==> config.mk <==
export PLATFORM = sky130hd
export DESIGN_NAME = freq_meter_flat
export DESIGN_NICKNAME = d
export VERILOG_FILES = /design/src/rtl/freq_meter_if.sv /design/src/rtl/freq_meter.sv /design/src/flat_wrapper.sv
export SDC_FILE = /design/constraint.sdc
export NUM_CORES = 1
export LEC_CHECK = 0
export CAP_MARGIN = 5
export CORE_UTILIZATION = 53
export CTS_BUF_LIST = sky130_fd_sc_hd__clkbuf_16
export DETAILED_ROUTE_END_ITERATION = 10
export PLACE_DENSITY = 0.76
export REMOVE_ABC_BUFFERS = 1
export SYNTH_ARGS = -nofsm -noshare
export SYNTH_HDL_FRONTEND = slang
export SYNTH_SLANG_ARGS = --single-unit
==> constraint.sdc <==
create_clock -name clk50M -period 2.5 [get_ports clk50M]
set_input_delay 0.5 -clock clk50M [delete_from_list [all_inputs] [get_ports clk50M]]
set_output_delay 0.5 -clock clk50M [all_outputs]
set_load 0.03 [all_outputs]
==> src/rtl/freq_meter_if.sv <==
// Measurement bus for freq_meter: enable and signal under test in,
// published count, overflow flag and status out.
interface freq_meter_if #(
   parameter int CNT_W = 26
);
   logic             en;
   logic             sig_in;
   logic [CNT_W-1:0] result;
   logic             result_valid;
   logic             ovf;
   logic             busy;

   modport master (
      output en, sig_in,
      input  result, result_valid, ovf, busy
   );

   modport slave (
      input  en, sig_in,
      output result, result_valid, ovf, busy
   );
endinterface

==> src/rtl/freq_meter.sv <==
// Gated rising-edge counter: counts sig_in edges over GATE_CYCLES clocks and
// publishes the saturated count with a one-cycle strobe, back to back.
module freq_meter #(
   parameter int GATE_CYCLES = 50000000,
   parameter int CNT_W       = 26
) (
   input logic          clk50M,
   input logic          rst,
   freq_meter_if.slave  bus
);
   localparam int GW_RAW = $clog2(GATE_CYCLES);
   // FLUSH reuses the gate counter for 0..2, so it needs at least 2 bits
   localparam int GW = (GW_RAW < 2) ? 2 : GW_RAW;
   localparam logic [GW-1:0]    GATE_LAST  = GW'(GATE_CYCLES - 1);
   localparam logic [GW-1:0]    FLUSH_LAST = GW'(2);
   localparam logic [CNT_W-1:0] CNT_MAX    = '1;

   typedef enum logic [1:0] {IDLE, FLUSH, GATE} state_t;

   state_t           state;
   logic             s1, s2, s3;
   logic             sig_rise;
   logic             at_max;
   logic [GW-1:0]    gate_cnt;
   logic [CNT_W-1:0] edge_cnt;
   logic             win_ovf;
   logic [CNT_W-1:0] result_r;
   logic             valid_r;
   logic             ovf_r;
   logic             busy_r;

   always_ff @(posedge clk50M) begin
      if (rst) begin
         s1 <= 1'b0;
         s2 <= 1'b0;
         s3 <= 1'b0;
      end else begin
         s1 <= bus.sig_in;
         s2 <= s1;
         s3 <= s2;
      end
   end

   assign sig_rise = s2 & ~s3;
   assign at_max   = (edge_cnt == CNT_MAX);

   always_ff @(posedge clk50M) begin
      if (rst) begin
         state    <= IDLE;
         gate_cnt <= '0;
         edge_cnt <= '0;
         win_ovf  <= 1'b0;
         result_r <= '0;
         valid_r  <= 1'b0;
         ovf_r    <= 1'b0;
         busy_r   <= 1'b0;
      end else begin
         valid_r <= 1'b0;
         unique case (state)
            IDLE: begin
               gate_cnt <= '0;
               edge_cnt <= '0;
               win_ovf  <= 1'b0;
               if (bus.en) begin
                  state  <= FLUSH;
                  busy_r <= 1'b1;
               end
            end
            FLUSH: begin
               if (!bus.en) begin
                  state  <= IDLE;
                  busy_r <= 1'b0;
               end else if (gate_cnt == FLUSH_LAST) begin
                  state    <= GATE;
                  gate_cnt <= '0;
                  edge_cnt <= '0;
                  win_ovf  <= 1'b0;
               end else begin
                  gate_cnt <= gate_cnt + GW'(1);
               end
            end
            GATE: begin
               if (!bus.en) begin
                  state  <= IDLE;
                  busy_r <= 1'b0;
               end else if (gate_cnt == GATE_LAST) begin
                  // last gate cycle still folds in its own edge before publishing
                  result_r <= (sig_rise && at_max) ? CNT_MAX : edge_cnt + CNT_W'(sig_rise);
                  ovf_r    <= win_ovf | (sig_rise & at_max);
                  valid_r  <= 1'b1;
                  gate_cnt <= '0;
                  edge_cnt <= '0;
                  win_ovf  <= 1'b0;
               end else begin
                  gate_cnt <= gate_cnt + GW'(1);
                  if (sig_rise) begin
                     if (at_max) win_ovf  <= 1'b1;
                     else        edge_cnt <= edge_cnt + CNT_W'(1);
                  end
               end
            end
            default: begin
               state  <= IDLE;
               busy_r <= 1'b0;
            end
         endcase
      end
   end

   assign bus.result       = result_r;
   assign bus.result_valid = valid_r;
   assign bus.ovf          = ovf_r;
   assign bus.busy         = busy_r;
endmodule
==> src/flat_wrapper.sv <==
// flat-port wrapper written by rule: the top's interface ports become plain ports
module freq_meter_flat 
#(
   parameter int GATE_CYCLES = 50000000,
   parameter int CNT_W       = 26
)
  (clk50M, rst, bus_en, bus_sig_in, bus_result, bus_result_valid, bus_ovf, bus_busy);
  freq_meter_if #(.CNT_W(CNT_W)) bus_i ();
  input logic clk50M;
  input logic rst;
  input wire logic [$bits(bus_i.en)-1:0] bus_en;
  input wire logic [$bits(bus_i.sig_in)-1:0] bus_sig_in;
  output wire logic [$bits(bus_i.result)-1:0] bus_result;
  output wire logic [$bits(bus_i.result_valid)-1:0] bus_result_valid;
  output wire logic [$bits(bus_i.ovf)-1:0] bus_ovf;
  output wire logic [$bits(bus_i.busy)-1:0] bus_busy;
  assign bus_i.en = bus_en;
  assign bus_i.sig_in = bus_sig_in;
  assign bus_result = bus_i.result;
  assign bus_result_valid = bus_i.result_valid;
  assign bus_ovf = bus_i.ovf;
  assign bus_busy = bus_i.busy;
  freq_meter #(.GATE_CYCLES(GATE_CYCLES), .CNT_W(CNT_W)) u_core (.clk50M(clk50M), .rst(rst), .bus(bus_i));
endmodule
Run 1, met1 routing:
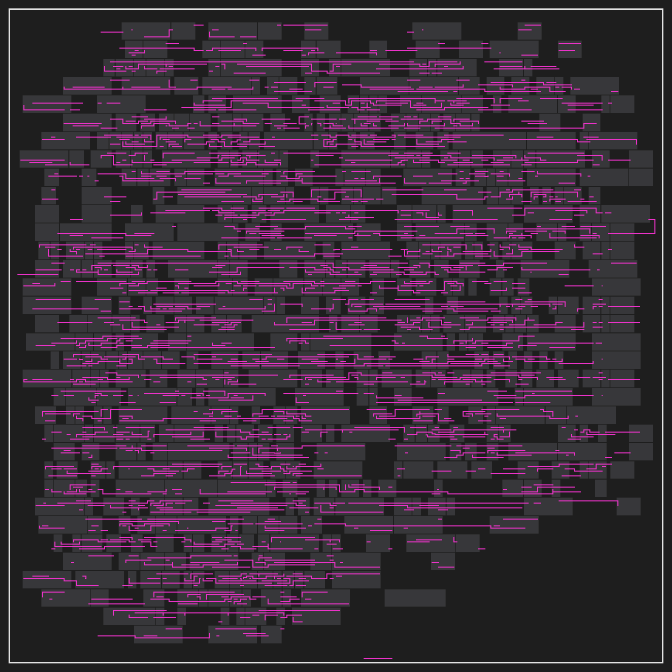
wire length on this layer	5390 um
nets with wire on the layer	596
share of all routed wire	44%

Run 1, signal wires on met2:
Bar = 20 um.
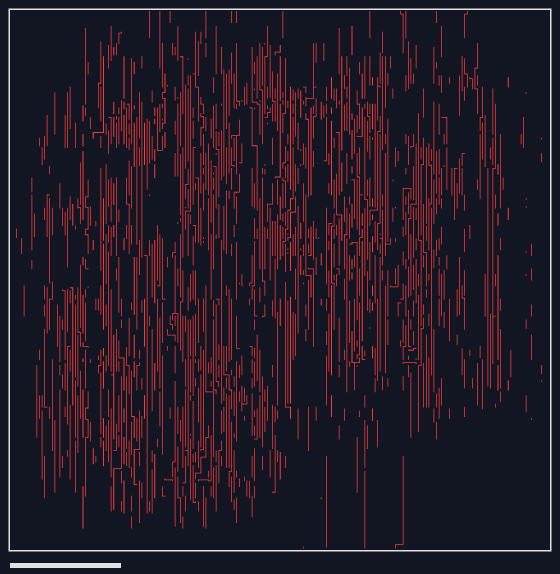
share of all routed wire	47%
main direction	vertical
nets with wire on the layer	547

==> impl_metrics.yaml, run 1 <==
# synthesis and place-and-route metrics
clock_tree:
  holdBufCountCts: 0
  cts_tree: "done"
global_routing:
  use_met2_pct: 42.3
  gr-usage-met1_pct: 36.7
  grt_use_total_pct: 27.0
  grt-ovfl-total: 0
final_layout:
  num-multi-input-gates: 446
  largest_class: "logic gates"
  instances_no_fill: 748
  seqCellArea_um2: 1740
  fillers: 745
  final_util_pct: 66.2
  fin_nets: 651
  ff_count: 87
  synthToLayoutAreaGrowth_pct: 20.7
power:
  seqPwrFrac_pct: 43.7
  finalPower_mw: 3.22
  p_comb_share_pct: 12.8
  intPower_mw: 2.42
  swShare_pct: 24.9
  switching_power_mw: 0.803
final_timing:
  finalHoldViolations: 0
  fmaxAchievable_ghz: 0.423
  fin_tns_setup_ns: 0
  setup_viol: 0
  final.min_clock_period_ns: 2.36
setup_path:
  start_kind: "flop"
  critPathMaxFanout: 8
  crit_slowest_cell: "or3_1"
  r2r_slack_ns: 0.14
  cp_num_cells: 7
  worstSetupPathType: "reg2reg"
  r2r_cells: 7
synth:
  synth-warning-count: 0
  xor_share_pct: 8.25
  netlist_instances: 583
  synth_seq_share_pct: 36.4
  logic_family: "simple AND/OR/NAND/NOR gates"
  ys_cells: 583
floorplanning:
  nWellTaps: 108
worst_hold_path:
  hold_start: "u_core.s1"
  whs_path_depth: 1
  hold_class: "reg2reg"
place:
  dpl_worst_slack_ns: -0.146
  dpl_cell_area_um2: 5440
drt:
  met1Wirelength_um: 5390
  dr_wl_met3_um: 842
outcome:
  status: "completed"
Run 1, met3 routing:
Bar = 20 um.
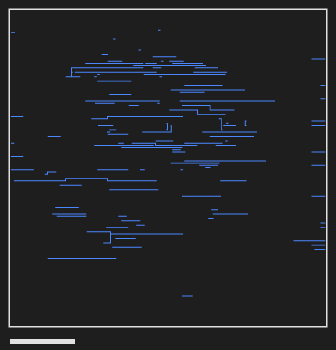
nets with wire on the layer	81
share of all routed wire	6.9%
wire length on this layer	842 um
via count: 4553
grt met3 use: 5.35%
final WL: 12200 um

run 1: synthesized netlist by cell type, drive strengths merged:
cell type / instances / area (um2)
o211ai: 2 / 15.0
nand3b: 3 / 22.5
o21ba: 1 / 10.0
o21ai: 18 / 90.1
nor3b: 1 / 7.51
and2: 3 / 18.8
a21boi: 1 / 11.3
or3: 10 / 62.6
a22oi: 1 / 7.51
nand2: 47 / 186
or2b: 1 / 7.51
and4: 6 / 52.6
nand4: 21 / 138
and3: 12 / 75.1
nor4: 13 / 126
a21oi: 41 / 209
o41ai: 4 / 87.6
a311oi: 2 / 17.5
xnor2: 29 / 254
o32ai: 2 / 17.5
ha: 10 / 125
a221oi: 2 / 17.5
buf: 25 / 148
dfxtp: 87 / 1740
nand4b: 2 / 17.5
clkbuf: 13 / 48.8
nor2: 83 / 312
nor3: 19 / 111
nand3: 30 / 155
a211oi: 22 / 170
o41a: 2 / 22.5
a41oi: 3 / 26.3
a2111oi: 2 / 23.8
nor2b: 7 / 43.8
a21o: 2 / 15.0
a31oi: 12 / 75.1
or4: 2 / 15.0
xor2: 16 / 140
o21bai: 9 / 71.3
nand2b: 1 / 6.26
or2: 2 / 12.5
a2bb2o: 1 / 10.0
or4b: 1 / 10.0
inv: 12 / 45.0
run 1: power groups by stage:
| stage | Clock [mW] | Sequential (mW) | Combinational (mW) |
|---|---|---|---|
| floorplan | 0 | 1.44 | 0.212 |
| global placement | 0 | 1.44 | 0.395 |
| detailed placement | 0 | 1.44 | 0.404 |
| CTS | 1.42 | 1.41 | 0.406 |
| global route | 1.47 | 1.41 | 0.446 |
| finish | 1.40 | 1.41 | 0.411 |
--- run 2 (diff from run 1) ---
--- a/config.mk
+++ b/config.mk
@@ -5,11 +5,12 @@
 export SDC_FILE = /design/constraint.sdc
 export NUM_CORES = 1
 export LEC_CHECK = 0
+export ABC_AREA = 1
 export CAP_MARGIN = 5
-export CORE_UTILIZATION = 53
+export CORE_UTILIZATION = 54
 export CTS_BUF_LIST = sky130_fd_sc_hd__clkbuf_16
 export DETAILED_ROUTE_END_ITERATION = 10
-export PLACE_DENSITY = 0.76
+export PLACE_DENSITY = 0.77
 export REMOVE_ABC_BUFFERS = 1
 export SYNTH_ARGS = -nofsm -noshare
 export SYNTH_HDL_FRONTEND = slang
Run 2, signal wires on met4:
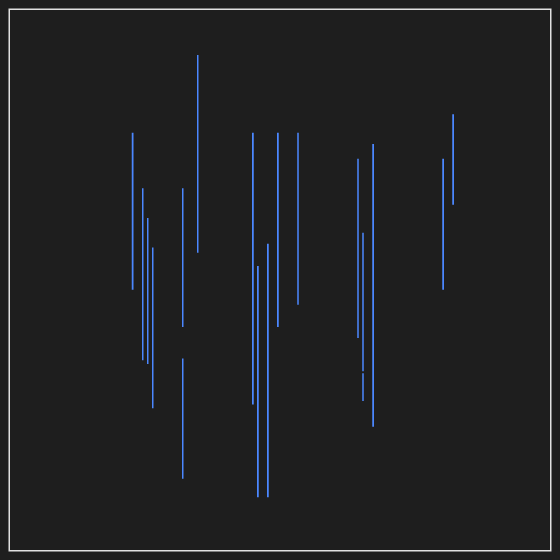
share of all routed wire	4.0%
main direction	vertical
final WL: 14000 um
via count: 5262

Run 2, met1 routing:
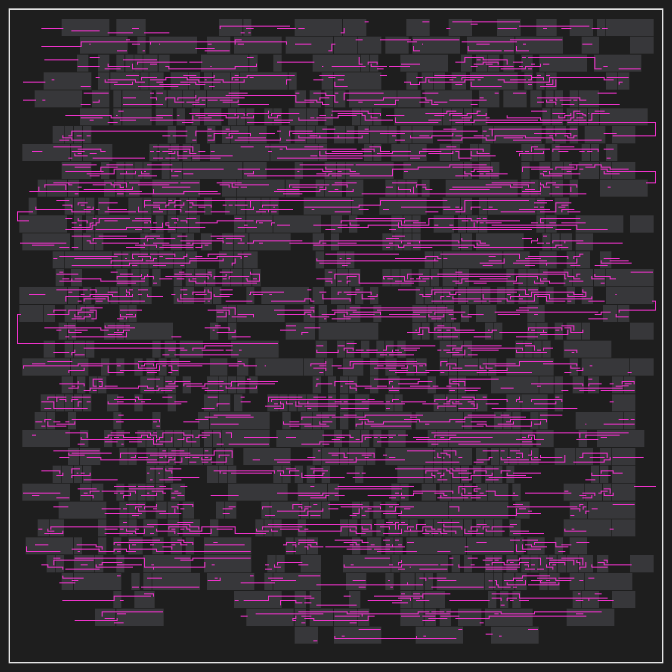
wire length on this layer	5650 um
share of all routed wire	40%
nets with wire on the layer	787

==> run 2 against run 1 <==
  * Utilization fell by 1.8 points
  * Cell count rose by 27%
  * Clock skew rose by 0.0017 ns
  * Critical path depth rose by 5
  * Critical endpoint is now u_core.bus.result[20]
  * Largest power group unchanged
==> impl_metrics.yaml, run 2 <==
# synthesis and place-and-route metrics
synth:
  xor_share_pct: 4.12
  synth-warning-count: 0
  edf_count: 0
  top_cells_by_count: "nand2_1 (175), nor2_1 (147), dfxtp_1 (87)"
  netlist_instances: 800
  top_area_cell: "dfxtp_1"
  ff_type: "dfxtp_1"
  netlist.area_leader.share_pct: 34.1
  async_flop_share_pct: 0
  synth.area.top_cells: "dfxtp_1 (34%), nand2_1 (13%), nor2_1 (11%)"
worst_hold_path:
  hold_start: "u_core.s1"
  hold_class: "reg2reg"
  whs_path_depth: 2
drt:
  met1Wirelength_um: 5650
  dr_wl_met3_um: 670
power:
  finalPower_mw: 3.33
  swShare_pct: 26.7
  intPower_mw: 2.44
  seqPwrFrac_pct: 45.3
  p_comb_share_pct: 12.8
  switching_power_mw: 0.891
global_routing:
  gr-usage-met1_pct: 32.5
  use_met2_pct: 53.8
  grt_use_total_pct: 29.4
  grtUsageMet3_pct: 4.57
setup_path:
  critPathMaxFanout: 4
  r2r_slack_ns: 0.21
  r2r_cells: 12
  crit_slowest_cell: "dfxtp_1"
  start_kind: "flop"
outcome:
  status: "completed"
final_layout:
  synthToLayoutAreaGrowth_pct: 15.9
  fin_nets: 851
  instances_no_fill: 951
place:
  dpl_worst_slack_ns: -0.0613
final_timing:
  finalHoldViolations: 0
  setup_viol: 0
  fmaxAchievable_ghz: 0.436
  final.min_clock_period_ns: 2.29
  fin_tns_setup_ns: 0
clock_tree:
  cts_tree: "done"
Run 2, clock wiring as the flow saved it:
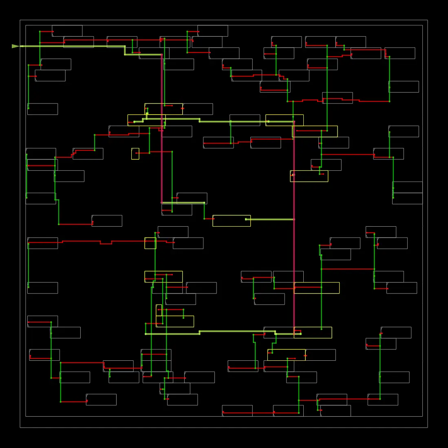
Worst Skew: 0.00799 ns
Seq Cell Count: 87
# clk buffers: 9

## run 2: cell types whose count changed after synthesis, sizes merged, moves of 12 or more
cell	before	now
nand3	30	59
o21ai	18	50
a21oi	41	55
nand2	47	180
a211oi	22	0
nor2	83	157
buf	25	13
xnor2	29	5
inv	12	83
## run 2: final cells by class
type | instances | area [um2]
Clock inverter | 5 | 76.3
Multi-Input combinational cell | 603 | 2920
Timing Repair Buffer | 53 | 503
Sequential cell | 87 | 1740
Inverter | 83 | 312
Clock buffer | 9 | 225
Fill cell | 847 | 3280
Tap cell | 111 | 139
## run 2: power by group through the flow
stage,registers (mW),logic (mW),clock network [mW]
finish,1.51,0.426,1.40
global route,1.51,0.477,1.47
CTS,1.51,0.424,1.41
detailed placement,1.54,0.422,0
global placement,1.54,0.408,0
floorplan,1.52,0.267,0
## run 2: stage by stage
stage | hold slack (ns) | utilization, % | area [um2]
after detailed placement | 0.406 | 60.9 | 5600
after global routing | 0.432 | 64.3 | 5910
final | 0.413 | 64.3 | 5910
after CTS | 0.414 | 64.2 | 5910
after floorplan | 0.388 | - | 4960
after global placement | 0.391 | 60.9 | 5600
## run 2: repair_timing
item	4_1_cts	5_1_grt
resized	1	2
endpoints found under the hold margin	0	0
endpoints found under the setup margin	1	3
buffers inserted	0	0
## run 2: worst max path at each step
stage / depth (start not counted) / from / end
6_report: 12 / u_core.s2 / u_core.bus.result[20]
5_1_grt: 12 / u_core.s2 / u_core.bus.result[20]
3_3_place_gp: 12 / u_core.s2 / u_core.bus.result[20]
2_1_floorplan: 8 / u_core.gate_cnt[1] / u_core.bus.result[14]
3_5_place_dp: 12 / u_core.s2 / u_core.bus.result[20]
4_1_cts: 12 / u_core.s2 / u_core.bus.result[20]
--- run 3 (diff from run 2) ---
--- a/config.mk
+++ b/config.mk
@@ -10,7 +10,8 @@
 export CORE_UTILIZATION = 54
 export CTS_BUF_LIST = sky130_fd_sc_hd__clkbuf_16
 export DETAILED_ROUTE_END_ITERATION = 10
-export PLACE_DENSITY = 0.77
+export HOLD_SLACK_MARGIN = 0.03
+export PLACE_DENSITY = 0.8
 export REMOVE_ABC_BUFFERS = 1
 export SYNTH_ARGS = -nofsm -noshare
 export SYNTH_HDL_FRONTEND = slang
Run 3, met1 routing:
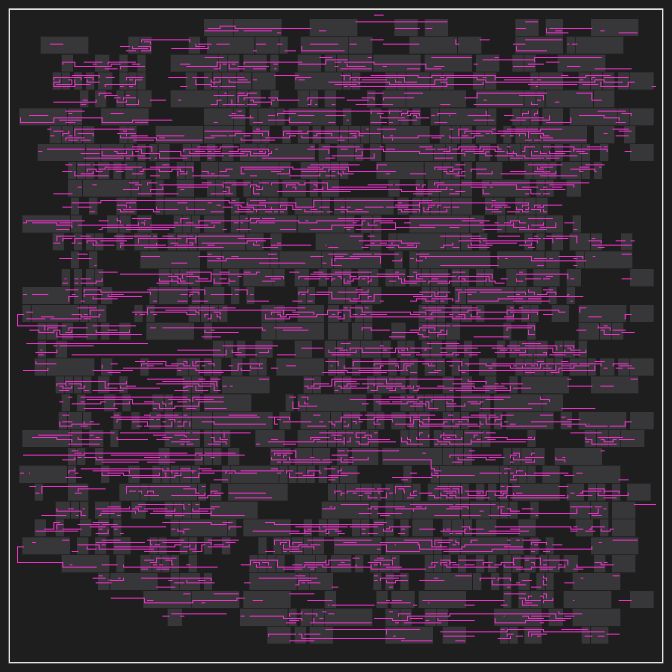
longest straight run	23.5 um
nets with wire on the layer	799
share of all routed wire	39%

Run 3, clock wiring as the flow saved it:
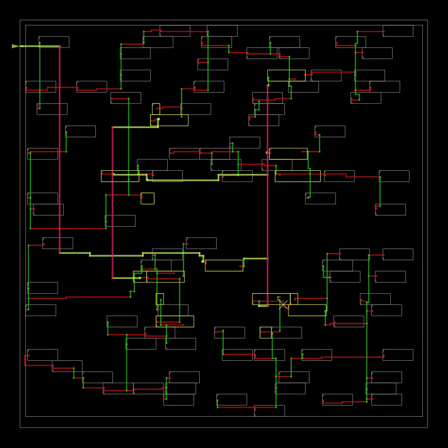
clock group power: 1.36 mW
Worst Skew: 0.00595 ns

==> run 3 against run 2 <==
  * Maximum frequency is 1.7% higher
  * Largest power group unchanged
  * The run now ends with DRC left
  * Global-route usage is 0.34 points higher
  * Count of clock-buffer cells in the layout stayed put
  * Critical path type unchanged
  * Flip-flop count stayed put
  * Synthesized cell count stayed put
  * Sequential share of layout area is 0.093 points lower
  * Register-to-register slack better by 0.04 ns
  * Design area is 0.32% higher
==> impl_metrics.yaml, run 3 <==
# synthesis and place-and-route metrics
final_timing:
  final.min_clock_period_ns: 2.25
  slew-limit-headroom_pct: 70.2
  setup_viol: 0
  hold_slack_ns: 0.424
  fmaxAchievable_ghz: 0.444
final_layout:
  final_util_pct: 64.5
  fillers: 834
  logic_area_um2: 2920
  synthToLayoutAreaGrowth_pct: 16.3
  fin_nets: 854
  seqCellArea_um2: 1740
  instances_no_fill: 956
  fin_area_um2: 5930
synth:
  synth.most_common_cell: "nand2_1"
  netlist.area_leader.share_pct: 34.1
  top_cells_by_count: "nand2_1 (175), nor2_1 (147), dfxtp_1 (87)"
  ys_cells: 800
  top_area_cell: "dfxtp_1"
  synth_seq_share_pct: 34.1
  synth.area.top_cells: "dfxtp_1 (34%), nand2_1 (13%), nor2_1 (11%)"
  netlist_instances: 800
  ff_type: "dfxtp_1"
global_routing:
  grt_use_total_pct: 29.7
  grt-ovfl-total: 0
worst_hold_path:
  hold_start: "u_core.s1"
  hold_class: "reg2reg"
  whs_path_depth: 2
setup_path:
  critPathMaxFanout: 27
  r2r_cells: 14
  start_kind: "flop"
  critPathLaunch: "u_core.edge_cnt[1]"
  worstSetupPathType: "reg2reg"
drt:
  via_count: 5305
  routed_wl_um: 14300
  drcViolationCount: 2
outcome:
  failed_checks: "DRC"
  status: "finished with violations"
power:
  finalPower_mw: 3.32
clock_tree:
  holdBufCountCts: 0
Run 3, signal wires on met4:
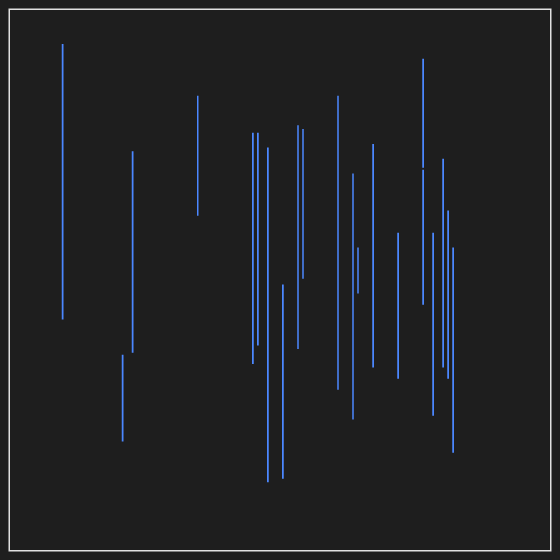
wire length on this layer	728 um
longest straight run	61.2 um
nets with wire on the layer	20

## run 3: cell families after synthesis
group	share of synthesized area [%]
flip-flops	34.1
adder cells (fa/ha/maj)	2.45
XOR/XNOR	4.12
AND/OR/NAND/NOR	38.3
AND-OR/OR-AND	12.0
buffers and inverters	8.97
## run 3: power breakdown
part           switching, mW  leakage (nW)  internal, mW  total (mW)
Combinational          0.306          1.35         0.163       0.469
Clock                  0.581         0.146         0.776        1.36
Sequential            0.0568         0.704          1.43        1.49
## run 3: final timing paths
path | to | slack (ns)
max | u_core.edge_cnt[2] | 0.25
min | u_core.s2 | 0.42
max reg2reg | u_core.edge_cnt[2] | 0.25
min reg2reg | u_core.s2 | 0.42
## run 3: critical path: stages, from the launching register on
cell and delay (ns):
dfxtp_1 0.40, ha_1 0.23, nand2_1 0.12, nor2_2 0.19, nand2_1 0.11, inv_2 0.13, nand3_1 0.11, nor2_2 0.17
nand2_1 0.14, inv_1 0.13, nor2_4 0.05, buf_12 0.15, nand2_1 0.06, nand2_1 0.05, nor2_1 0.12
## run 3: routing by layer
layer | vias to the layer above | global-route usage, % | wire (um) | share of wire (%)
li1 | 2646 | - | - | -
met1 | 2435 | 31.7 | 5620 | 39
met2 | 176 | 55.3 | 7230 | 51
met3 | 48 | 3.37 | 712 | 5.0
met4 | 0 | 19.1 | 727 | 5.1
met5 | - | 0 | 0 | 0
## run 3: timing repair
item                                    CTS  global route
resized                                   1             3
gates cloned                              0             0
endpoints found under the setup margin    1             3
## run 3: cell type report
cell class	instances	area share [%]
inverters	83	5.25
repair buffers	56	8.86
flip-flops and latches	87	29.4
clock buffers	9	3.80
clock inverters	7	1.18
multi-input cells	603	49.2
well taps	111	2.34
Power figures rest on the tool's default switching activity, not on a simulated workload.
